==> config.mk <==
export PLATFORM = sky130hd
export DESIGN_NAME = mult_complex_e
export DESIGN_NICKNAME = d
export VERILOG_FILES = /design/src/rtl/mult_complex_e.sv
export SDC_FILE = /design/constraint.sdc
export NUM_CORES = 2
export LEC_CHECK = 0
export CORE_MARGIN = 2
export CORE_UTILIZATION = 60
export CTS_BUF_LIST = sky130_fd_sc_hd__clkbuf_2
export DETAILED_ROUTE_END_ITERATION = 10
export PLACE_DENSITY = 0.77
export SYNTH_ARGS = -nofsm -noshare
export SYNTH_HDL_FRONTEND = slang
export SYNTH_SLANG_ARGS = --single-unit
==> constraint.sdc <==
create_clock -name clk -period 12.1 [get_ports clk]
set_input_delay 1.21 -clock clk [delete_from_list [all_inputs] [get_ports clk]]
set_output_delay 1.21 -clock clk [all_outputs]
set_load 0.02 [all_outputs]
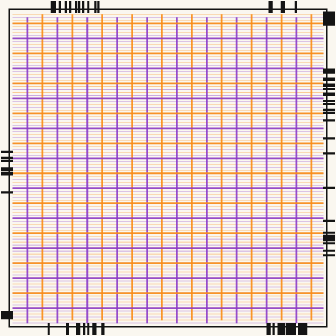
*Power grid*
Pins as bars on the die edge.
legend:
  VSS:
    colour: purple
  VDD:
    colour: orange
met1 rails: 104
rows: 103
met5 straps: 20
signal pins: 103
met4 straps: 20
Chip Width: 287.0 um

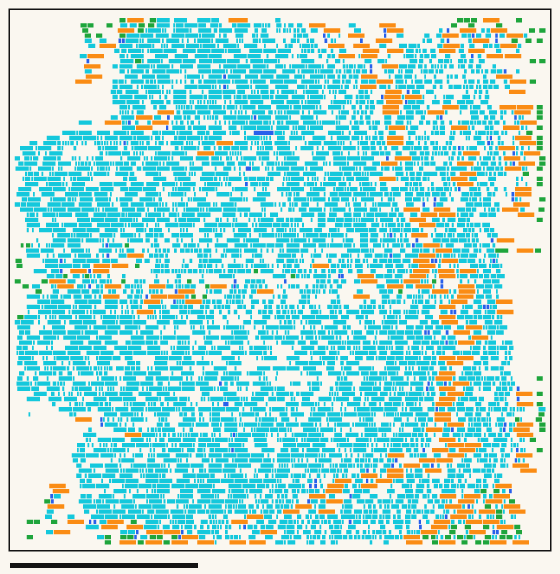
*Cells coloured by class*
The bar under the picture is 100 um long.
legend:
  clock drivers and dummy loads:
    colour: blue
    cells: 121
  other buffers and delay cells:
    colour: green
    cells: 119
  all other logic:
    colour: cyan
    cells: 4,554
  flops:
    colour: orange
    cells: 234
post-layout util: 64.07%
core area: 79,130 sq um
row cnt: 103

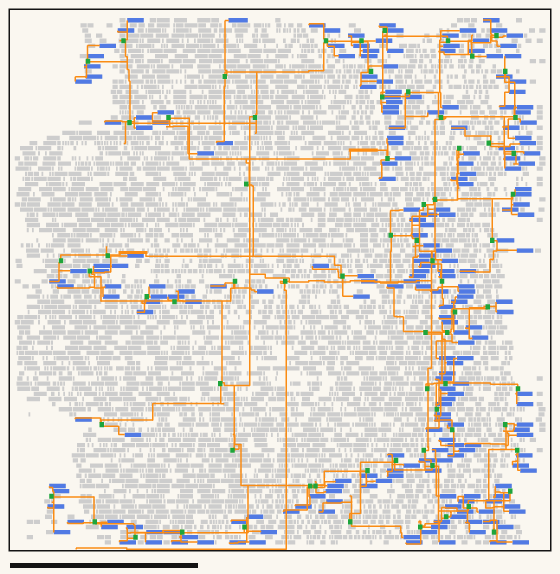
*Clock wires, drivers and flops*
The bar under the picture is 100 um long.
legend:
  clock wires:
    colour: orange
    length: 5,070 um
  cells driving clock nets:
    colour: green
    count: 70
  flip-flops:
    colour: blue
    count: 234
routed clock nets: 71
clock skew: 0.1856 ns
clk ins delay skew pair: 1.20 ns

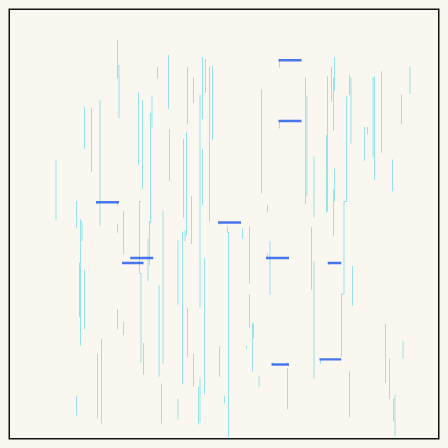
*Signal wires by layer*
Two of the layers only.
legend:
  met4:
    colour: cyan
    wire_length: 3,960 um
  met5:
    colour: blue
    wire_length: 126 um
Tot GR Track Use: 31.08%
routed len/inst: 19.80 um
via count: 33,600
Final Routed Wirelength: 120,500 um

==> impl_metrics.toml <==
# generated from flow reports
[cts]
post_cts_buffers = 0
cts_tree = "yes"
cts.sinks = 234
cts-root-buf = "clkbuf_2"
postCtsHoldBufs = 0
cts.path.max_buffers = 3
cts.repair.resized = 0
htreeDepth = 3
path_clk_slew_ns = 0.13
cts_buffers = 70

[yosys]
ys_cells = 4901
most_common_cell = "inv_1"
yosys_warnings = 0
topCellsByArea = "fa_1 38%, ha_1 16%, dfrtp_1 12%, inv_1 10%, xnor2_1 2.6%"
synthTopCellsByCount = "1,322 x inv_1, 922 x fa_1, 597 x ha_1"
ys.flop_type = "dfrtp_1"
synth-edff-count = 0
async_flop_share_pct = 100.0
yosysUniqueCellTypes = 83
syn_nets = 6458
ys_seq_share_pct = 12.19
synthesis.instances = 4901
syn_area_per_cell_sq_um = 9.803
yosysTopAreaCell = "fa_1"
syn_area_sq_um = 48040

[min_path]
hold_path_class = "flop to flop"

[detailed_routing]
first_pass_iters = 6
routed_via_density = 5.524
route.detailed.drc = 0

[final_layout]
comb_cells = 3230
buffer_area_share_pct = 2.280
biggestCellCategory = "combinational gates"
clkCellAreaFrac_pct = 1.214
logic_area_sq_um = 36760
ff_count = 234
seqAreaFraction_pct = 11.56
clkbuf_count = 93
comb_share_pct = 72.51
fin_cells = 6083
mostFrequentLayoutCells = "1,321 x inv_1, 922 x fa_1, 597 x ha_1"
final_layout_size_suffix_gt1_share_pct = 5.072
lay_top_count = "inv_1"
fin_area_sq_um = 50700
n_fill_cell = 6513

[floorplanning]
num_tap_cells = 1050
ioPinCount = 103
fp_util_pct = 60.71

[critical_path]
critPathTopFamily = "adder cells"
critPathMaxStageDelay_ns = 0.87
worstRegToRegCells = 25
path_class = "flop to flop"
path_buffers = 7
ff2ff_setup_slack_ns = 4.13
cp_max_fo = 17
cp.required_ns = 13.05
cp-end-kind = "flop"
cp.depth = 25

[placed_design]
hpwl_um = 103300
port_buffers = 102
placed_area_sq_um = 50070
post-place-ws_ns = 4.424

[sta]
hold_violations = 0
drv_slew = 0
fin_ws_ns = 4.134
rsz0062_at_grt = "no"
setup_viol = 0
fin_hold_ws_ns = 0.4858
fin_setup_tns_ns = 0

[global_routing]
antenna_found_initial = 14
grt_overflow = 0
first_global_vias = 35600

[flow_run]
max_cap_viol_count = 0
warning_count = 98

[status]
status = "completed"
## layer usage
metal	global-route usage (%)	vias to the layer above	wire [um]
met4	9.909	20	3957
li1	-	15320	-
met3	8.762	226	11520
met5	0	-	126
met1	43.61	16870	51660
met2	46.97	1167	53190
## cell families after synthesis
kind of cell               share of synthesized area [%]
adders and majority gates                          54.01
AOI/OAI and AO/OA                                  9.123
xor gates and xnor gates                           3.847
buffers and inverters                              11.29
muxes                                              2.250
and+or+nand+nor                                    7.290
DFF                                                12.19
